[src/rtl/edge_event_arbiter.sv]
// Multi-channel edge detector: captures rising/falling edges per channel into a
// single pending slot each, then serializes them round-robin onto one valid/ready stream.
module edge_event_arbiter #(
  parameter int NUM_CH = 4,
  parameter int CH_W   = 2
) (
  input  logic              i_clk,
  input  logic              i_reset,
  input  logic [NUM_CH-1:0] i_data_in,
  input  logic [NUM_CH-1:0] i_rise_en,
  input  logic [NUM_CH-1:0] i_fall_en,
  output logic              o_evt_valid,
  input  logic              i_evt_ready,
  output logic [CH_W-1:0]   o_evt_ch,
  output logic              o_evt_rise,
  output logic [NUM_CH-1:0] o_overflow,
  input  logic              i_ovf_clr
);

  typedef enum logic [0:0] {
    ST_IDLE    = 1'b0,
    ST_PRESENT = 1'b1
  } state_t;

  state_t              r_state;
  state_t              w_state_nxt;
  logic [NUM_CH-1:0]   r_prev;
  logic                r_primed;
  logic [NUM_CH-1:0]   r_pending;
  logic [NUM_CH-1:0]   r_ptype;
  logic [NUM_CH-1:0]   r_overflow;
  logic [CH_W-1:0]     r_last;
  logic                r_evt_valid;
  logic [CH_W-1:0]     r_evt_ch;
  logic                r_evt_rise;

  logic [NUM_CH-1:0]   w_rise;
  logic [NUM_CH-1:0]   w_fall;
  logic [NUM_CH-1:0]   w_edge;
  logic [NUM_CH-1:0]   w_load_mask;
  logic [NUM_CH-1:0]   w_take;
  logic [NUM_CH-1:0]   w_ovf_set;
  logic [NUM_CH-1:0]   w_pending_nxt;
  logic [NUM_CH-1:0]   w_ptype_nxt;
  logic [NUM_CH-1:0]   w_overflow_nxt;
  logic                w_gnt_vld;
  logic [CH_W-1:0]     w_gnt_ch;
  logic                w_load;

  assign o_evt_valid = r_evt_valid;
  assign o_evt_ch    = r_evt_ch;
  assign o_evt_rise  = r_evt_rise;
  assign o_overflow  = r_overflow;

  // Edge detection is suppressed until prev holds a real sample after reset.
  always_comb begin
    w_rise = {NUM_CH{1'b0}};
    w_fall = {NUM_CH{1'b0}};
    if (r_primed) begin
      w_rise = i_data_in & ~r_prev & i_rise_en;
      w_fall = ~i_data_in & r_prev & i_fall_en;
    end else begin
      w_rise = {NUM_CH{1'b0}};
      w_fall = {NUM_CH{1'b0}};
    end
    w_edge = w_rise | w_fall;
  end

  // Round-robin search starting one past the last granted channel.
  always_comb begin
    w_gnt_vld = 1'b0;
    w_gnt_ch  = {CH_W{1'b0}};
    for (int i = 1; i <= NUM_CH; i++) begin
      if (!w_gnt_vld && r_pending[CH_W'((int'(r_last) + i) % NUM_CH)]) begin
        w_gnt_vld = 1'b1;
        w_gnt_ch  = CH_W'((int'(r_last) + i) % NUM_CH);
      end else begin
        w_gnt_vld = w_gnt_vld;
      end
    end
  end

  // Output FSM: decides whether the granted channel is loaded this cycle.
  always_comb begin
    w_state_nxt = r_state;
    w_load      = 1'b0;
    case (r_state)
      ST_IDLE: begin
        if (w_gnt_vld) begin
          w_load      = 1'b1;
          w_state_nxt = ST_PRESENT;
        end else begin
          w_state_nxt = ST_IDLE;
        end
      end
      ST_PRESENT: begin
        if (i_evt_ready && w_gnt_vld) begin
          w_load      = 1'b1;
          w_state_nxt = ST_PRESENT;
        end else if (i_evt_ready) begin
          w_state_nxt = ST_IDLE;
        end else begin
          w_state_nxt = ST_PRESENT;
        end
      end
      default: w_state_nxt = ST_IDLE;
    endcase
  end

  // A slot being loaded this cycle can absorb a new edge without overflowing.
  always_comb begin
    w_load_mask    = w_load ? ({{(NUM_CH-1){1'b0}}, 1'b1} << w_gnt_ch) : {NUM_CH{1'b0}};
    w_take         = w_edge & (~r_pending | w_load_mask);
    w_ovf_set      = w_edge & r_pending & ~w_load_mask;
    w_pending_nxt  = (r_pending & ~w_load_mask) | w_edge;
    w_ptype_nxt    = (r_ptype & ~w_take) | (w_rise & w_take);
    w_overflow_nxt = (r_overflow & ~{NUM_CH{i_ovf_clr}}) | w_ovf_set;
  end

  // State, pending slots and the registered output stream.
  always_ff @(posedge i_clk) begin
    if (i_reset) begin
      r_state     <= ST_IDLE;
      r_prev      <= {NUM_CH{1'b0}};
      r_primed    <= 1'b0;
      r_pending   <= {NUM_CH{1'b0}};
      r_ptype     <= {NUM_CH{1'b0}};
      r_overflow  <= {NUM_CH{1'b0}};
      r_last      <= CH_W'(NUM_CH - 1);
      r_evt_valid <= 1'b0;
      r_evt_ch    <= {CH_W{1'b0}};
      r_evt_rise  <= 1'b0;
    end else begin
      r_state     <= w_state_nxt;
      r_prev      <= i_data_in;
      r_primed    <= 1'b1;
      r_pending   <= w_pending_nxt;
      r_ptype     <= w_ptype_nxt;
      r_overflow  <= w_overflow_nxt;
      r_evt_valid <= (w_state_nxt == ST_PRESENT);
      if (w_load) begin
        r_evt_ch   <= w_gnt_ch;
        r_evt_rise <= r_ptype[w_gnt_ch];
        r_last     <= w_gnt_ch;
      end else begin
        r_evt_ch   <= r_evt_ch;
        r_evt_rise <= r_evt_rise;
        r_last     <= r_last;
      end
    end
  end

endmodule

[config.mk]
export PLATFORM = sky130hd
export DESIGN_NAME = edge_event_arbiter
export DESIGN_NICKNAME = d
export VERILOG_FILES = /design/src/rtl/edge_event_arbiter.sv
export SDC_FILE = /design/constraint.sdc
export NUM_CORES = 1
export LEC_CHECK = 0
export CORE_UTILIZATION = 43
export DETAILED_ROUTE_END_ITERATION = 10
export PLACE_DENSITY_LB_ADDON = 0.15
export RECOVER_POWER = 25
export REMOVE_ABC_BUFFERS = 1
export SKIP_LAST_GASP = 1
export SYNTH_ARGS = -nofsm -noshare
export SYNTH_HDL_FRONTEND = slang
export SYNTH_SLANG_ARGS = --single-unit
[constraint.sdc]
create_clock -name i_clk -period 4.19 [get_ports i_clk]
set_input_delay 1.257 -clock i_clk [delete_from_list [all_inputs] [get_ports i_clk]]
set_output_delay 1.257 -clock i_clk [all_outputs]
set_load 0.01 [all_outputs]
### Clock wiring as the flow saved it, run 1

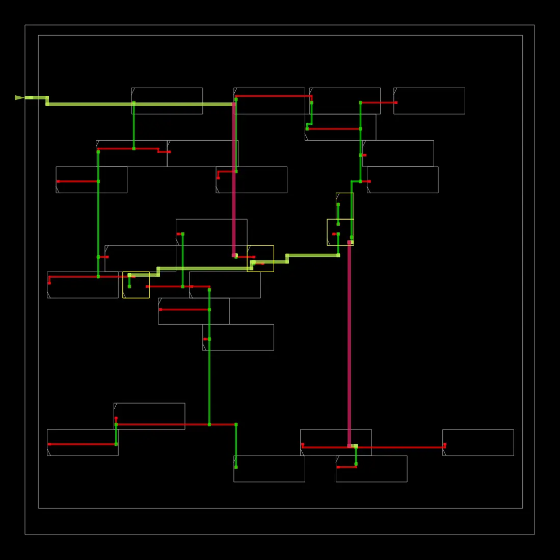
Worst Skew: 3.89 ps
Clock Latency Late Sink: 310 ps
FFs & Latches: 23
Sink Count: 23
CTS Buf Count: 3

### Cells colored by class, run 1

Drawn at 4 px/µm.
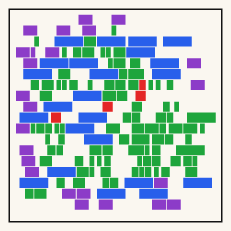
| class | color | cells |
|---|---|---|
| clock drivers and dummy loads | red | 4 |
| flip-flops | blue | 23 |
| all other logic | green | 91 |
| other buffers and delay cells | purple | 24 |
final core utilization: 55.6%
num rows: 18

### Signal wires on met3, run 1

Drawn at 8 px/µm. Cells faint in the background.
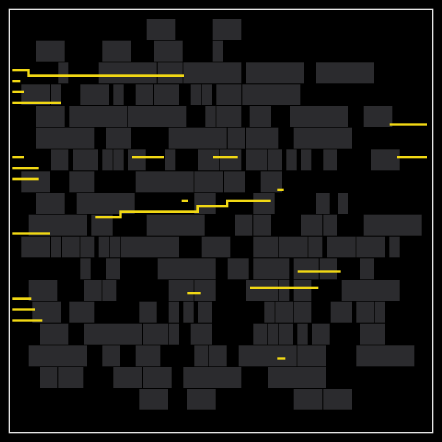
longest straight run: 19.3 µm
share of all routed wire: 4.6%
WL final: 2220 µm
GR Util met3: 5.22%
total vias in the final route: 979

### Routed clock nets over the placement, run 1

Drawn at 10 px/µm.
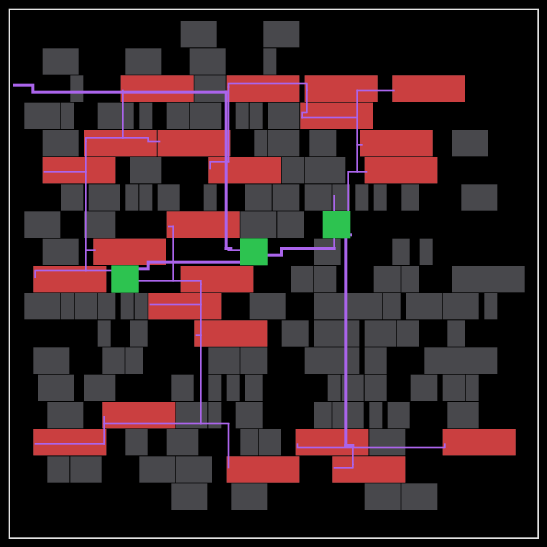
[clock wires] purple | length: 259 µm
[flip-flops] red | count: 23
[cells driving clock nets] green | count: 3
routed clock nets: 4
clock group total power: 102 µW
Clock Power Share: 22.5%

==> impl_metrics.env, run 1 <==
# implementation run metrics
export IMPL_status="finished, final reports clean"
export IMPL_timing_rr_start="r_pending[3]"
export IMPL_rr_worst_depth=5
export IMPL_combPwrFrac_pct=21.9
export IMPL_holdWs_ps=462
export IMPL_simple_gate_share_pct=25.8
export IMPL_p_per_area_nw_per_um2=331
export IMPL_grtUsageMet2_pct=31.2
export IMPL_fin_tns_setup_ps=0
export IMPL_async_reset_ff_share_pct=0
export IMPL_path_cells="clkdlybuf4s50_1 -> nor2b_1 -> or2_0 -> or4_1 -> a32o_1"
export IMPL_min_period_over_period_pct=64.6
export IMPL_drv_slew=0
export IMPL_area_leaders="dfxtp_1 42%, nand4b_1 6.3%, nor2_1 3.7%, nor2b_1 3.4%, buf_6 3.1%"
export IMPL_wl_met2_um=1060
export IMPL_nClkBuffers=3
export IMPL_crit_path_end_kind="register"
export IMPL_grt_pass1_vias=882
export IMPL_power_switching_uw=132
export IMPL_synthToLayoutAreaGrowth_pct=23.3
export IMPL_clock_area_share_pct=2.02
export IMPL_hold_buffers=0
export IMPL_warning_count=25
export IMPL_edf_count=0
export IMPL_fillCellCount=234
export IMPL_mux_area_share_pct=1.81
export IMPL_syn_inst=119
### Nets reached from selected ports, run 1

Drawn at 10 px/µm.
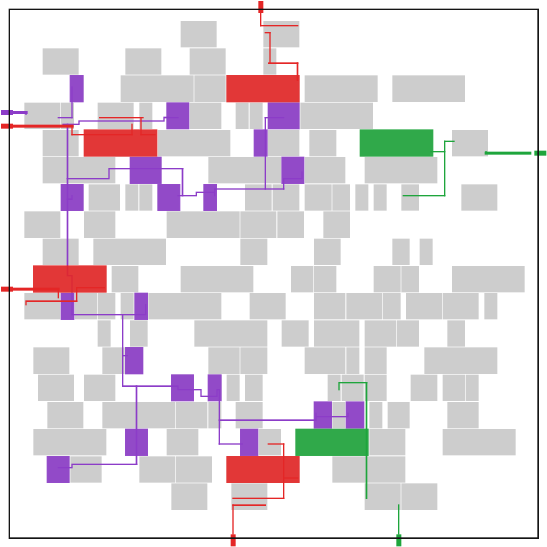

==> run 2: changes to the inputs <==
==> constraint.sdc (replaced) <==
create_clock -name i_clk -period 2.6 [get_ports i_clk]
set_input_delay 0.78 -clock i_clk [delete_from_list [all_inputs] [get_ports i_clk]]
set_output_delay 0.78 -clock i_clk [all_outputs]
set_load 0.01 [all_outputs]
### Nets reached from selected ports, run 2

Drawn at 10 px/µm.
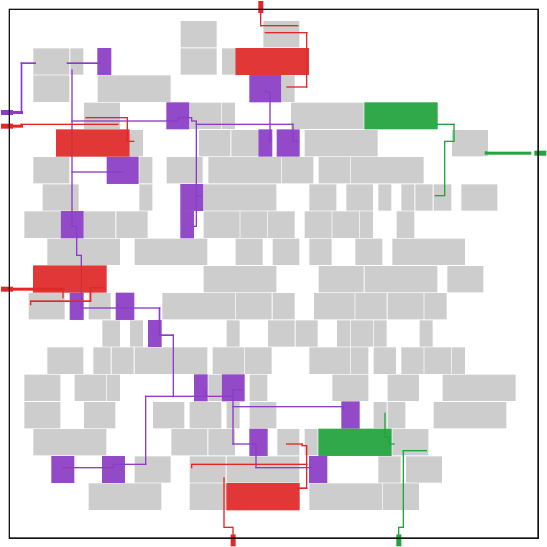
| port | color | direction | edge | end cells | buffers | wire |
|---|---|---|---|---|---|---|
| `i_reset` | purple | input | left | 19 | 2 | 153 µm |
| `o_overflow` | red | output | 2 left, 1 top, 1 bottom | 4 | 4 | 74.7 µm |
| `o_evt_ch` | green | output | 1 right, 1 bottom | 2 | 2 | 30.4 µm |
Port Buffers: 23
I/O Pins: 24

==> run 2 against run 1 <==
  * Combinational power grew 66%
  * Critical path depth is the same
  * Non-clock buffer count grew 1
  * Utilization grew 0.25 points
  * Count of clock-buffer cells in the layout grew 1
  * Register-to-register slack lost 1600 ps
  * Final cell count grew 0.58%
  * Total power grew 62%
  * Hold slack gained 0.53 ps
  * Synthesized area is the same
  * Largest cell class unchanged
  * Highest routed layer unchanged
==> impl_metrics.env, run 2 <==
# implementation run metrics
export IMPL_grt_pass1_vias=899
export IMPL_status="finished, final reports clean"
export IMPL_timing_rr_start="r_pending[3]"
export IMPL_die_area_um2=2780
export IMPL_mux_area_share_pct=1.81
export IMPL_path_cells="clkdlybuf4s50_1 -> nor2b_1 -> or2_0 -> or4_1 -> a32o_1"
export IMPL_warning_count=25
export IMPL_area_leaders="dfxtp_1 42%, nand4b_1 6.3%, nor2_1 3.7%, nor2b_1 3.4%, buf_6 3.1%"
export IMPL_fillCellCount=230
export IMPL_num_rows=18
export IMPL_power_switching_uw=212
export IMPL_detailed_place_hpwl_um=1730
export IMPL_async_reset_ff_share_pct=0
export IMPL_core_um2=2450
export IMPL_rr_worst_depth=5
export IMPL_syn_inst=119
export IMPL_cts_inserted_buffers=3
export IMPL_edf_count=0
export IMPL_p_per_area_nw_per_um2=534
export IMPL_seq_cell_count=23
export IMPL_fin_tns_setup_ps=0
export IMPL_cp_arrival_ps=2430
export IMPL_grtUsageMet2_pct=30.8
export IMPL_use_met3_pct=3.48
export IMPL_clkLatencyLatePin_ps=310
export IMPL_clk_pin_slew_ps=120
export IMPL_grt_max_degree=19
export IMPL_synthToLayoutAreaGrowth_pct=23.8
export IMPL_simple_gate_share_pct=25.8
export IMPL_wl_met1_um=1090
export IMPL_hold_buffers=0
export IMPL_utilization_pct=55.9
export IMPL_clkPwrFrac_pct=22.3
export IMPL_routed_wirelength_um=2280
export IMPL_crit_path_end_kind="register"
export IMPL_final_nets=160
export IMPL_min_period_over_period_pct=85.3
export IMPL_holdWs_ps=462
export IMPL_drv_slew=0
export IMPL_route_vias_total=944
export IMPL_combPwrFrac_pct=22.4
### Clock wiring as the flow saved it, run 2

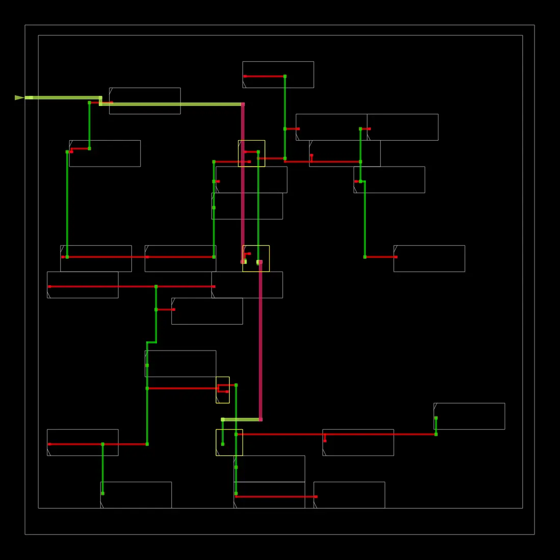
# clk buffers: 4
clock group total power: 163 µW

### Routed clock nets over the placement, run 2

Drawn at 10 px/µm.
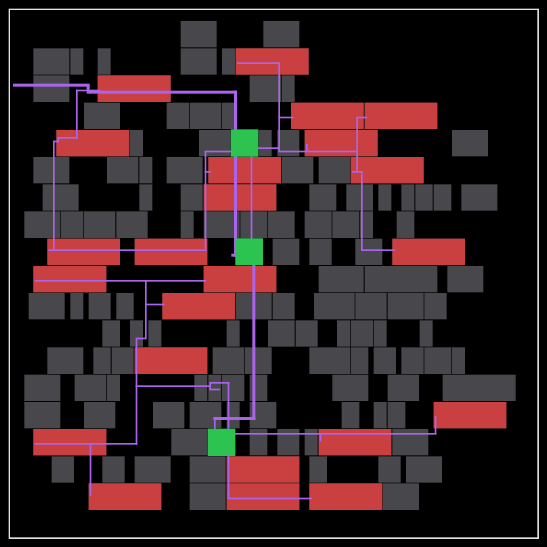

==> run 3: changes to the inputs <==
--- a/config.mk
+++ b/config.mk
@@ -5,6 +5,7 @@
 export SDC_FILE = /design/constraint.sdc
 export NUM_CORES = 1
 export LEC_CHECK = 0
+export CORE_ASPECT_RATIO = 0.7
 export CORE_UTILIZATION = 43
 export DETAILED_ROUTE_END_ITERATION = 10
 export PLACE_DENSITY_LB_ADDON = 0.15
### Routed clock nets over the placement, run 3

Drawn at 8 px/µm.
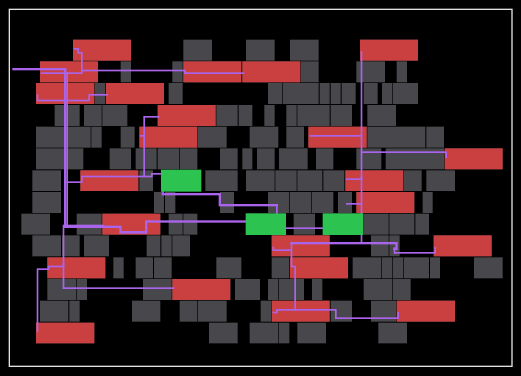
[flip-flops] red | count: 23
[cells driving clock nets] green | count: 3
[clock wires] purple | length: 298 µm
flops lie: spread over the die
Clock Power Share: 28.1%
Clock Latency Late Sink: 260 ps
clock group total power: 225 µW
Worst Skew: 2.67 ps

==> run 3 against run 2 <==
  * Global-route usage rose by 1.5 points
  * Register-to-register slack got worse by 40 ps
  * Flip-flop count did not move
  * Sequential power barely moved
  * Count of clock-buffer cells in the layout fell by 1
  * Hold slack improved by 11 ps
  * Routed wire length rose by 15%
  * Utilization rose by 4.9 points
  * Critical path depth did not move
  * Combinational power rose by 3%
  * Critical path type unchanged
  * Largest power group unchanged
  * Highest routed layer unchanged
==> impl_metrics.env, run 3 <==
# implementation run metrics
export IMPL_hold_buffers=0
export IMPL_die_area_um2=2790
export IMPL_crit_path_end_kind="register"
export IMPL_route_vias_total=983
export IMPL_wl_met2_um=1220
export IMPL_syn_inst=119
export IMPL_placed_cells=171
export IMPL_power_switching_uw=233
export IMPL_ant_nets=0
export IMPL_wl_met1_um=1160
export IMPL_timing_rr_start="r_pending[3]"
export IMPL_min_period_over_period_pct=86.0
export IMPL_clock_sinks=23
export IMPL_cp_arrival_ps=2390
export IMPL_synthToLayoutAreaGrowth_pct=25.9
export IMPL_detailed_place_hpwl_um=2030
export IMPL_mux_area_share_pct=1.81
export IMPL_cts_inserted_buffers=3
export IMPL_seq_cell_count=23
export IMPL_ys_sh_xor_pct=0
export IMPL_tap_cells=32
export IMPL_clock_area_share_pct=3.32
export IMPL_min_period_ps=2240
export IMPL_warning_count=25
export IMPL_io_pins=24
export IMPL_grt_pass1_vias=915
export IMPL_final_nets=160
export IMPL_grt_usage_pct=20.9
export IMPL_core_um2=2290
export IMPL_fin_tns_setup_ps=0
export IMPL_p_per_area_nw_per_um2=574
export IMPL_path_cells="clkdlybuf4s50_1 -> nor2b_1 -> or2_0 -> or4_1 -> a32o_1"
export IMPL_status="finished, final reports clean"
export IMPL_portBuffers=23
export IMPL_grt_max_degree=19
export IMPL_async_reset_ff_share_pct=0
export IMPL_holdWs_ps=473
export IMPL_clk_pin_slew_ps=90
export IMPL_use_met3_pct=5.41
export IMPL_fp_util_pct=48.3
export IMPL_edf_count=0
export IMPL_simple_gate_share_pct=25.8
export IMPL_hold_viol=0
export IMPL_rr_worst_depth=5
export IMPL_num_rows=14
export IMPL_synth_seq_share_pct=41.6
export IMPL_area_leaders="dfxtp_1 42%, nand4b_1 6.3%, nor2_1 3.7%, nor2b_1 3.4%, buf_6 3.1%"
### Clock wiring as the flow saved it, run 3

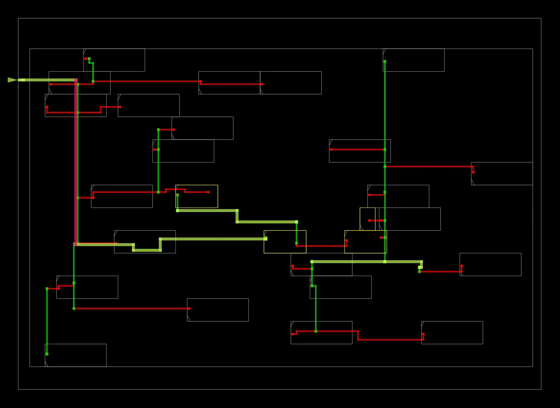
# clk buffers: 3

Power is estimated from default activity; no workload was simulated.
